## config.mk

```make
export PLATFORM = sky130hd
export DESIGN_NAME = seg_capture
export DESIGN_NICKNAME = d
export VERILOG_FILES = /design/src/rtl/seg_pkg.sv /design/src/rtl/seg_glyph_decode.sv /design/src/rtl/seg_capture.sv
export SDC_FILE = /design/constraint.sdc
export NUM_CORES = 1
export LEC_CHECK = 0
export ABC_AREA = 1
export ABC_CLOCK_PERIOD_IN_PS = 2500
export CAP_MARGIN = 20
export CORE_MARGIN = 5
export CORE_UTILIZATION = 49
export CTS_CLUSTER_SIZE = 40
export DETAILED_ROUTE_END_ITERATION = 10
export MAX_ROUTING_LAYER = met4
export PLACE_DENSITY = 0.76
export SKIP_CTS_REPAIR_TIMING = 1
export SYNTH_ARGS = -nofsm -noshare
export SYNTH_HDL_FRONTEND = slang
export SYNTH_SLANG_ARGS = --single-unit
```

## constraint.sdc

```tcl
create_clock -name clk -period 2.5 [get_ports clk]
set_clock_uncertainty 0.2 [all_clocks]
set_input_delay 0.5 -clock clk [delete_from_list [all_inputs] [get_ports clk]]
set_output_delay 0.5 -clock clk [all_outputs]
set_load 0.03 [all_outputs]
```

## src/rtl/seg_pkg.sv

```systemverilog
// Shared constants for the seven-segment capture block: glyph codes,
// blank pattern, FSM state encoding and anode helpers.
package seg_pkg;

    localparam int unsigned STABLE_CYCLES_DEFAULT = 4;

    // Active-low segment codes, bit6 = a ... bit0 = g
    localparam logic [6:0] GLYPH_0 = 7'b0000001;
    localparam logic [6:0] GLYPH_1 = 7'b1001111;
    localparam logic [6:0] GLYPH_2 = 7'b0010010;
    localparam logic [6:0] GLYPH_3 = 7'b0000110;
    localparam logic [6:0] GLYPH_4 = 7'b1001100;
    localparam logic [6:0] GLYPH_5 = 7'b0100100;
    localparam logic [6:0] GLYPH_6 = 7'b0100000;
    localparam logic [6:0] GLYPH_7 = 7'b0001111;
    localparam logic [6:0] GLYPH_8 = 7'b0000000;
    localparam logic [6:0] GLYPH_9 = 7'b0001100;
    localparam logic [6:0] GLYPH_A = 7'b0001000;
    localparam logic [6:0] GLYPH_B = 7'b1100000;
    localparam logic [6:0] GLYPH_C = 7'b0110001;
    localparam logic [6:0] GLYPH_D = 7'b1000010;
    localparam logic [6:0] GLYPH_E = 7'b0110000;
    localparam logic [6:0] GLYPH_F = 7'b0111000;
    localparam logic [6:0] BLANK   = 7'b1111111;

    localparam logic [1:0] ST_IDLE   = 2'd0;
    localparam logic [1:0] ST_SETTLE = 2'd1;
    localparam logic [1:0] ST_HELD   = 2'd2;

    function automatic logic an_onehot_low(input logic [3:0] an);
        return $countones(~an) == 1;
    endfunction

    function automatic logic [1:0] an_index(input logic [3:0] an);
        case (an)
            4'b1101: return 2'd1;
            4'b1011: return 2'd2;
            4'b0111: return 2'd3;
            default: return 2'd0;
        endcase
    endfunction

endpackage

```

## src/rtl/seg_glyph_decode.sv

```systemverilog
// Combinational map from an active-low segment pattern to a hex nibble,
// flagging legal glyphs and the blank pattern separately.
module seg_glyph_decode
    import seg_pkg::*;
(
    input  logic [6:0] segs,
    output logic       legal,
    output logic       blank,
    output logic [3:0] nibble
);

    always_comb begin
        legal  = 1'b1;
        blank  = 1'b0;
        nibble = '0;
        case (segs)
            GLYPH_0: nibble = 4'h0;
            GLYPH_1: nibble = 4'h1;
            GLYPH_2: nibble = 4'h2;
            GLYPH_3: nibble = 4'h3;
            GLYPH_4: nibble = 4'h4;
            GLYPH_5: nibble = 4'h5;
            GLYPH_6: nibble = 4'h6;
            GLYPH_7: nibble = 4'h7;
            GLYPH_8: nibble = 4'h8;
            GLYPH_9: nibble = 4'h9;
            GLYPH_A: nibble = 4'hA;
            GLYPH_B: nibble = 4'hB;
            GLYPH_C: nibble = 4'hC;
            GLYPH_D: nibble = 4'hD;
            GLYPH_E: nibble = 4'hE;
            GLYPH_F: nibble = 4'hF;
            BLANK: begin
                legal = 1'b0;
                blank = 1'b1;
            end
            default: legal = 1'b0;
        endcase
    end

endmodule

```

## src/rtl/seg_capture.sv

```systemverilog
// Observes a multiplexed seven-segment display, debounces each {anodes,segs}
// pair, decodes accepted digits and snapshots complete frames.
module seg_capture
    import seg_pkg::*;
#(
    parameter int unsigned STABLE_CYCLES = STABLE_CYCLES_DEFAULT
) (
    input  logic        clk,
    input  logic        reset_n,
    input  logic [6:0]  segs,
    input  logic [3:0]  anodes,
    input  logic [3:0]  digit_en,
    output logic [15:0] digits,
    output logic [3:0]  digit_valid,
    output logic [15:0] frame,
    output logic        frame_valid,
    output logic        decode_err
);

    logic [6:0]  seg_q, seg_d, seg_prev_q, seg_prev_d;
    logic [3:0]  an_q, an_d, an_prev_q, an_prev_d;
    logic [1:0]  state_q, state_d;
    logic [7:0]  cnt_q, cnt_d;
    logic [15:0] digits_q, digits_d, frame_q, frame_d;
    logic [3:0]  digit_valid_q, digit_valid_d, valid_next;
    logic        frame_valid_q, frame_valid_d, decode_err_q, decode_err_d;
    logic        changed, accept, g_legal, g_blank;
    logic [3:0]  g_nibble;
    logic [1:0]  idx;

    seg_glyph_decode u_decode (
        .segs   (seg_q),
        .legal  (g_legal),
        .blank  (g_blank),
        .nibble (g_nibble)
    );

    always_comb begin
        seg_d      = segs;
        an_d       = anodes;
        seg_prev_d = seg_q;
        an_prev_d  = an_q;
        state_d    = state_q;
        cnt_d      = cnt_q;
        accept     = 1'b0;
        changed    = {an_q, seg_q} != {an_prev_q, seg_prev_q};
        idx        = an_index(an_q);

        case (state_q)
            ST_IDLE: begin
                if (an_onehot_low(an_q)) begin
                    cnt_d   = 8'd1;
                    state_d = ST_SETTLE;
                end
            end
            ST_SETTLE, ST_HELD: begin
                // A change restarts the window in both states; HELD never counts
                if (changed) begin
                    if (an_onehot_low(an_q)) begin
                        cnt_d   = 8'd1;
                        state_d = ST_SETTLE;
                    end else begin
                        cnt_d   = '0;
                        state_d = ST_IDLE;
                    end
                end else if (state_q == ST_SETTLE) begin
                    cnt_d = cnt_q + 8'd1;
                    if (cnt_d == STABLE_CYCLES[7:0]) begin
                        accept  = 1'b1;
                        state_d = ST_HELD;
                    end
                end
            end
            default: state_d = ST_IDLE;
        endcase

        digits_d      = digits_q;
        valid_next    = digit_valid_q;
        decode_err_d  = 1'b0;
        frame_d       = frame_q;
        frame_valid_d = 1'b0;

        if (accept) begin
            if (g_legal) begin
                digits_d[{idx, 2'b00} +: 4] = g_nibble;
                valid_next[idx]             = 1'b1;
            end else if (g_blank) begin
                valid_next[idx] = 1'b0;
            end else begin
                decode_err_d = 1'b1;
            end
        end

        // Completion looks at post-capture validity so the completing digit is in the snapshot
        digit_valid_d = valid_next;
        if (((valid_next & digit_en) == digit_en) && (digit_en != '0)) begin
            frame_d       = digits_d;
            frame_valid_d = 1'b1;
            digit_valid_d = '0;
        end
    end

    always_ff @(posedge clk) begin
        if (!reset_n) begin
            seg_q         <= '1;
            an_q          <= '1;
            seg_prev_q    <= '1;
            an_prev_q     <= '1;
            state_q       <= ST_IDLE;
            cnt_q         <= '0;
            digits_q      <= '0;
            digit_valid_q <= '0;
            frame_q       <= '0;
            frame_valid_q <= 1'b0;
            decode_err_q  <= 1'b0;
        end else begin
            seg_q         <= seg_d;
            an_q          <= an_d;
            seg_prev_q    <= seg_prev_d;
            an_prev_q     <= an_prev_d;
            state_q       <= state_d;
            cnt_q         <= cnt_d;
            digits_q      <= digits_d;
            digit_valid_q <= digit_valid_d;
            frame_q       <= frame_d;
            frame_valid_q <= frame_valid_d;
            decode_err_q  <= decode_err_d;
        end
    end

    assign digits      = digits_q;
    assign digit_valid = digit_valid_q;
    assign frame       = frame_q;
    assign frame_valid = frame_valid_q;
    assign decode_err  = decode_err_q;

endmodule

```

==> results.py <==
# Synthesis and PnR figures
metrics = {
    "synth": {
        "synth_seq_share": 0.380,
        "synth.area.top_cells": "dfxtp_1 38%, nand2_1 13%, inv_1 9.0%, nor2_1 8.6%, nand3_1 7.5%",
        "mappedNetlistArea_sq_mm": 0.00369,
        "top_cell": "nand2_1",
        "ys_warn_count": 0,
        "synth.net_count": 575,
        "netlist.area_leader.share": 0.380,
        "synth_cells": 542,
        "async_flop_share": 0,
        "yosys.area.top_type": "dfxtp_1",
        "ys_seq_elements": 70,
        "yosys-stat-area_sq_mm": 0.00369,
    },
    "sta": {
        "period_used_share": 1.01,
        "finalMaxSlewViolations": 0,
        "setup_violations": 7,
        "tightest_slew_ns": 0.753,
        "fin_ws_ns": -0.0343,
        "setup_tns_ns": -0.126,
        "fmax_mhz": 395,
        "hold_ws_ns": 0.267,
        "rsz0062_at_grt": "yes",
        "final_hold_viol_count": 0,
    },
    "final_layout": {
        "antenna_cells": 0,
        "area_growth_pct": 44.9,
        "drive_gt1_frac": 0.282,
        "nets": 676,
        "instances_no_fill": 747,
    },
    "detailed_routing": {
        "post-route-drc-count": 0,
        "vias_per_cell": 5.18,
        "antenna_left": 0,
        "num_vias": 3868,
        "drtPass1Iterations": 5,
        "first_iter_violations": 155,
    },
    "setup_path": {
        "critical_path_class": "reg -> reg",
        "worstPathMaxFanout": 5,
        "critPathMaxStageDelay_ns": 0.33,
        "crit_path_cell_trace": "buf_4, ha_1, nand2_1, and2_4, inv_1, ha_1, inv_1, nor2_1, nand2_1, nand2_1, nand3_1, nand2_2, inv_4, nand3_4, nand2_4, nor2_1",
        "required_ns": 2.54,
        "cpMostUsedCell": "nand2_1",
        "critPathCaptureType": "register",
        "startpoint_type": "register",
    },
    "power_and_ir_drop": {
        "clk-power_mw": 1.15,
        "p_seq_mw": 1.25,
        "power_frac_seq": 0.408,
        "power_mw": 3.05,
        "top_power_group": "registers",
        "swShare": 0.296,
    },
    "place": {
        "place_ws_ns": -0.183,
        "gp_congestion": 0.870,
        "dpl_cell_area_sq_mm": 0.00450,
    },
    "cts": {
        "cts_tree": "built",
        "clock_path_buffers": 2,
        "htreeDepth": 3,
    },
    "grt": {
        "grt_pass1_vias": 3540,
        "grt_pass1_wl_um": 15700,
        "met2_usage": 0.333,
        "grt_util_met1": 0.248,
        "grt.met3_usage": 0.0381,
        "grt.busiest_layer": "met2",
        "groute.usage.overall": 0.202,
    },
    "outcome": {
        "status": "finished, violations left",
        "violations": "setup timing",
    },
    "floorplan": {
        "die_area_sq_mm": 0.00936,
    },
}
## metal layers
| layer | routed length, um | share of wire | up-vias |
|---|---|---|---|
| met5 | 0 | 0 | - |
| met4 | 248 | 0.022 | 0 |
| met3 | 537 | 0.049 | 24 |
| met2 | 5560 | 0.50 | 119 |
| met1 | 4680 | 0.42 | 1828 |
| li1 | - | - | 1897 |
## final cells by class
type                    count  area, sq um
inverters                  92          348
clock inverters             5          106
flip-flops and latches     70         1420
well taps                  99          124
repair buffers            100          932
clock buffers              11          141
fillers                   579         1950
multi-input cells         370         2270
## cells by family (layout without fill, tap and decap cells)
family                     after synthesis  in the layout  share of synthesized area
DFF                                     70             70                      0.380
buffers and inverters                  105            208                      0.112
AOI/OAI and AO/OA                       39             39                     0.0631
xor gates and xnor gates                 3              3                    0.00712
and+or+nand+nor                        309            312                      0.382
adders and majority gates               16             16                     0.0563
## final timing paths
kind / start / end / slack [ns] / depth (start not counted)
hold / removal: frame[6] / frame[6] / 0.27 / 2
setup reg to reg: an_prev_d[0] / digit_valid[3] / -0.03 / 16
hold reg to reg: frame[6] / frame[6] / 0.27 / 2
setup / recovery: an_prev_d[0] / digit_valid[3] / -0.03 / 16
## flip-flops by register name, summed over array words and instances (netlist names)
signal	count
state_q	2
digit_valid	4
seg_prev_q	7
digits	16
an_prev_d	4
frame_valid	1
decode_err	1
frame	16
cnt_q	8
seg_prev_d	7
an_prev_q	4
## worst max-delay path: cells and delay by family (launching register included)
family        cells  cell delay (ns)
simple gates     10             1.04
buf+inv           4             0.43
fa+ha+maj         2             0.43
flops             1             0.33
I/O pins on the die edge:
Scale: 4 px per um. Pins as bars across the die edge, other pins in grey.
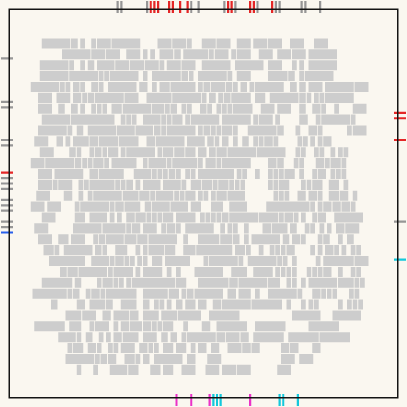
[anodes] magenta | pins: 4 | direction: input | edge: bottom
[digits] red | pins: 16 | direction: output | edge: 12 top, 3 right, 1 left
[reset_n] blue | pins: 1 | direction: input | edge: left
[segs] cyan | pins: 7 | direction: input | edge: 6 bottom, 1 right
all pins by edge: 25 top, 15 left, 10 bottom, 5 right
Die Width: 96.8 um
height of the die: 96.8 um
I/O Buffers: 54

Placed cells, one colour a class:
Scale: 3 px per um.
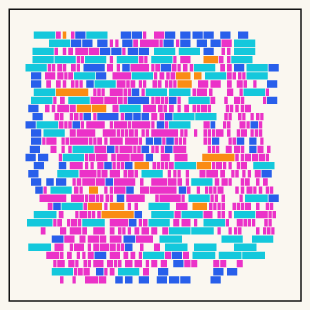
[clock drivers and dummy loads] orange | cells: 16 | share of their area: 4.7%
[sequential cells] cyan | cells: 70 | share of their area: 27%
[remaining buffers and delay cells] blue | cells: 100 | share of their area: 18%
[remaining logic cells] magenta | cells: 462 | share of their area: 50%
sequential cell area share: 0.266
Rows: 31
CORE AREA: 0.00729 sq mm
Util after Layout: 0.733
final instance area: 0.00535 sq mm

Cell density map:
Scale: 4 px per um. The die is cut into 10 by 10 equal tiles; black is low, pale yellow is high, 0 to 100% covered.
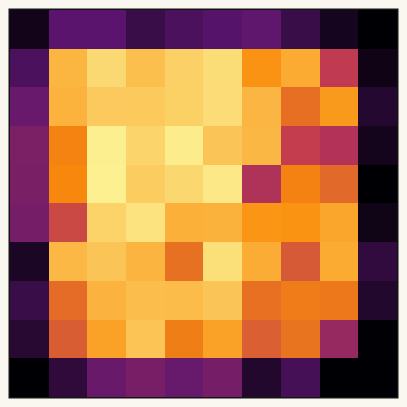
tiles over 75% full: 43%
mean over tiles: 56%
fullest tile: 97%
FP Core Util: 0.506

The clock network:
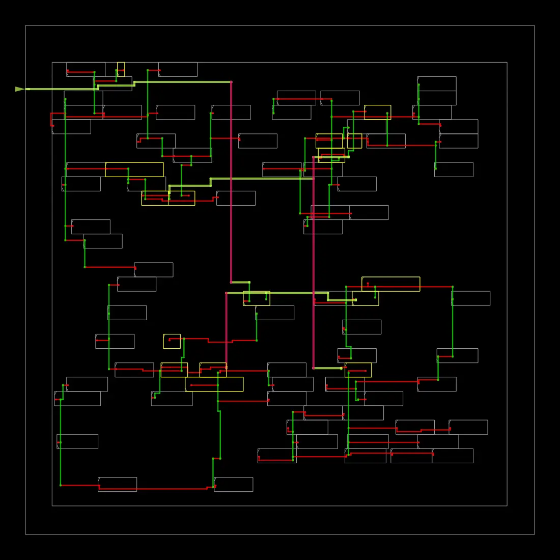
total clock sinks: 70
Num CTS Buffers: 9
Seq cells: 70
clock buffers: 11
Clock Latency Late Sink: 0.35 ns

